[src/rtl/rr_sched_pkg.sv]
// Shared types and the rotating-priority pick for the 16-way grant scheduler.
// The scan starts at the rotation pointer and wraps modulo 16.
package rr_sched_pkg;

  localparam int NREQ = 16;
  localparam int IDXW = 4;

  typedef logic [NREQ-1:0] req_vec_t;
  typedef logic [IDXW-1:0] idx_t;

  typedef enum logic {
    IDLE,
    GRANT
  } state_e;

  typedef struct packed {
    logic found;
    idx_t idx;
  } pick_t;

  // Walk offsets high to low so the lowest offset from ptr wins last.
  function automatic pick_t rr_pick(
    input req_vec_t req,
    input idx_t     ptr
  );
    pick_t p;
    idx_t  c;
    p = '0;
    for (int i = NREQ - 1; i >= 0; i--) begin
      c = ptr + idx_t'(i);
      if (req[c]) begin
        p.found = 1'b1;
        p.idx   = c;
      end
    end
    return p;
  endfunction

endpackage

[src/rtl/rr_grant_scheduler_dec4to16.sv]
// 4-to-16 one-hot decoder; all outputs low when disabled.
// Used to turn the registered grant index into the grant bus.
module dec4to16
  import rr_sched_pkg::*;
(
  input  logic     enable,
  input  idx_t     in,
  output req_vec_t sel
);

  always_comb begin
    sel = '0;
    if (enable) sel[in] = 1'b1;
  end

endmodule

[src/rtl/rr_grant_scheduler.sv]
// Round-robin scheduler for 16 requesters with hold-timeout rotation.
// Grant index/valid are registered; the one-hot bus is a pure decode.
module rr_grant_scheduler
  import rr_sched_pkg::*;
#(
  parameter int MAX_HOLD = 8
) (
  input  logic     clk,
  input  logic     reset_n,
  input  logic     arb_en,
  input  req_vec_t req,
  input  logic     done,
  output logic     grant_valid,
  output idx_t     grant_idx,
  output req_vec_t grant,
  output logic     timeout
);

  localparam logic [7:0] HOLD_LAST = 8'(MAX_HOLD - 1);

  state_e     state_q;
  idx_t       ptr_q;
  idx_t       idx_q;
  logic       valid_q;
  logic       tmo_q;
  logic [7:0] hold_q;
  logic [7:0] hold_d;

  pick_t    pick;
  req_vec_t grant_sel;
  logic     owner_req;
  logic     others;
  logic     tmo;
  logic     rel;

  dec4to16 u_dec (
    .enable (valid_q),
    .in     (idx_q),
    .sel    (grant_sel)
  );

  always_comb begin
    pick      = rr_pick(req, ptr_q);
    owner_req = req[idx_q];
    others    = |(req & ~grant_sel);
    tmo       = (hold_q == HOLD_LAST) & others;
    rel       = done | ~owner_req | tmo;
    hold_d    = (hold_q == 8'hFF) ? hold_q : hold_q + 8'd1;
  end

  always_ff @(posedge clk or negedge reset_n) begin
    if (!reset_n) begin
      state_q <= IDLE;
      ptr_q   <= '0;
      idx_q   <= '0;
      valid_q <= 1'b0;
      tmo_q   <= 1'b0;
      hold_q  <= '0;
    end else begin
      tmo_q <= 1'b0;
      unique case (state_q)
        IDLE: begin
          if (arb_en && pick.found) begin
            state_q <= GRANT;
            idx_q   <= pick.idx;
            valid_q <= 1'b1;
            hold_q  <= '0;
            ptr_q   <= pick.idx + idx_t'(1);
          end
        end
        GRANT: begin
          if (rel) begin
            state_q <= IDLE;
            idx_q   <= '0;
            valid_q <= 1'b0;
            hold_q  <= '0;
            // A done in the same cycle wins: plain release, no pulse.
            tmo_q   <= tmo & ~done & owner_req;
          end else if (hold_q == HOLD_LAST) begin
            hold_q <= '0;
          end else begin
            hold_q <= hold_d;
          end
        end
        default: state_q <= IDLE;
      endcase
    end
  end

  assign grant_valid = valid_q;
  assign grant_idx   = idx_q;
  assign grant       = grant_sel;
  assign timeout     = tmo_q;

endmodule

[config.mk]
export PLATFORM = sky130hd
export DESIGN_NAME = rr_grant_scheduler
export DESIGN_NICKNAME = d
export VERILOG_FILES = /design/src/rtl/rr_sched_pkg.sv /design/src/rtl/rr_grant_scheduler_dec4to16.sv /design/src/rtl/rr_grant_scheduler.sv
export SDC_FILE = /design/constraint.sdc
export NUM_CORES = 1
export LEC_CHECK = 0
export CAP_MARGIN = 30
export CELL_PAD_IN_SITES_DETAIL_PLACEMENT = 0
export CELL_PAD_IN_SITES_GLOBAL_PLACEMENT = 1
export CORE_ASPECT_RATIO = 0.9
export CORE_MARGIN = 2
export CORE_UTILIZATION = 30
export DETAILED_ROUTE_END_ITERATION = 10
export MAX_ROUTING_LAYER = met4
export PLACE_DENSITY_LB_ADDON = 0.1
export SLEW_MARGIN = 15
export SYNTH_ARGS = -nofsm -noshare
export SYNTH_HDL_FRONTEND = slang
export SYNTH_SLANG_ARGS = --single-unit
export TNS_END_PERCENT = 5
[constraint.sdc]
create_clock -name clk -period 4.12 [get_ports clk]
set_clock_uncertainty 0.05 [all_clocks]
set_input_delay 1.03 -clock clk [delete_from_list [all_inputs] [get_ports clk]]
set_output_delay 1.03 -clock clk [all_outputs]
set_load 0.005 [all_outputs]
==> results.yml <==
# yosys + openroad results
run_status:
  run_status: "finished clean"
worst_setup_path:
  crit_top_cell: "sky130_fd_sc_hd__buf_4"
  critical_path.reg2reg.startpoint: "ptr_q[0]"
yosys:
  syn-num-nets: 433
  yosys.stat.chipArea_um2: 3505
  yosysUniqueCellTypes: 65
  post_synth_main_logic_family: "multiplexers"
  synth_top_flop_cell: "sky130_fd_sc_hd__dfrtp_1"
final_timing:
  final_max_slew_viol_count: 0
  clock.fmax_mhz: 249.3
  grt_setup_unrepaired: "no"
die:
  design.core.area_um2: 11430
  ios: 42
  die_width_um: 117.9
routing:
  drtAntennaViolNets: 0
  drt_pre_antenna_iters: 4
placement:
  placed_cells_incl_taps: 678
  dp_worst_setup_slack_ns: -0.3553
  io_buffer_count: 41
run:
  openroad.warnings: 31
finish:
  layout.nonclk_buf_share_pct: 24.32
  largest_register_ffs: 8
clock_network:
  cts_hold_buf: 0
grt:
  gr-usage-met1_pct: 28.01
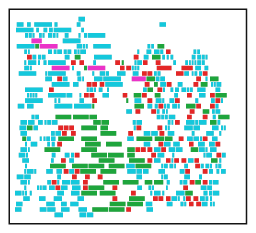
sizes.png
Drawn at 2 px/µm.
_6 and larger -> magenta  # cells 5, share 0.95%
_0 and _1 cells -> cyan  # cells 355, share 67%
_2 cells -> green  # cells 69, share 13%
_3 and _4 cells -> red  # cells 99, share 19%
Layout area overhead: 39.91%
Finished Cell Area: 4903 µm²
fin worst setup slack: 0.1083 ns

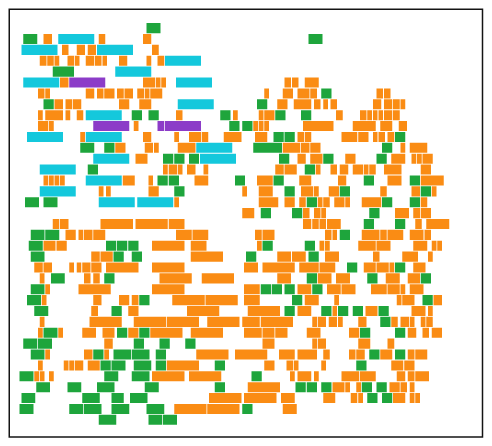
placement_by_type.png
Drawn at 4 px/µm.
sequential cells -> cyan  # cells 19, share of their area 10%
combinational and other logic -> orange  # cells 366, share of their area 63%
remaining buffers and delay cells -> green  # cells 139, share of their area 25%
clock drivers and dummy loads -> purple  # cells 4, share of their area 1.7%
sequential fraction of total cell area: 9.696%
core occupancy in the finished layout: 42.88%

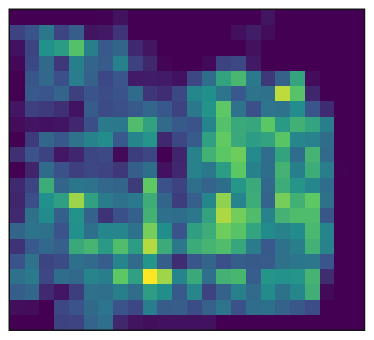
metal_density.png
Drawn at 3 px/µm. The die is cut into 24 by 21 equal tiles; dark purple is low, yellow is high, scaled to the fullest tile. Values are wire area over tile area, all layers added.
tiles over half the peak = 18%
emptiest ninth of the die = north-east
nearly empty tiles = 22%
fullest tile = 0.55
mean over tiles = 0.16
total wire length after detailed routing: 12640 µm
number of vias after detailed routing: 3791
global-route total usage across every layer: 20.83%

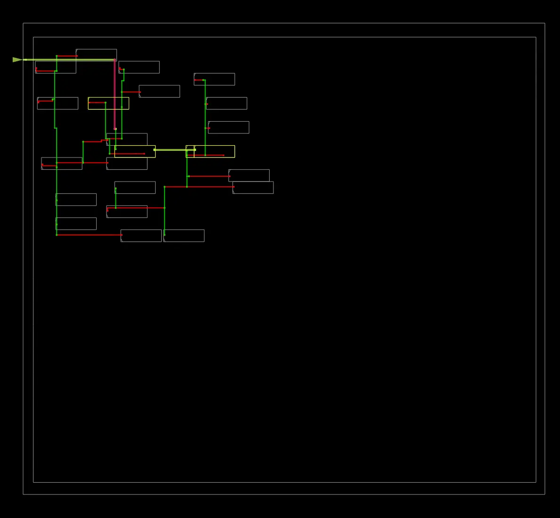
clocks.png
TritonCTS buffer count: 3
Layout clock buffers: 3

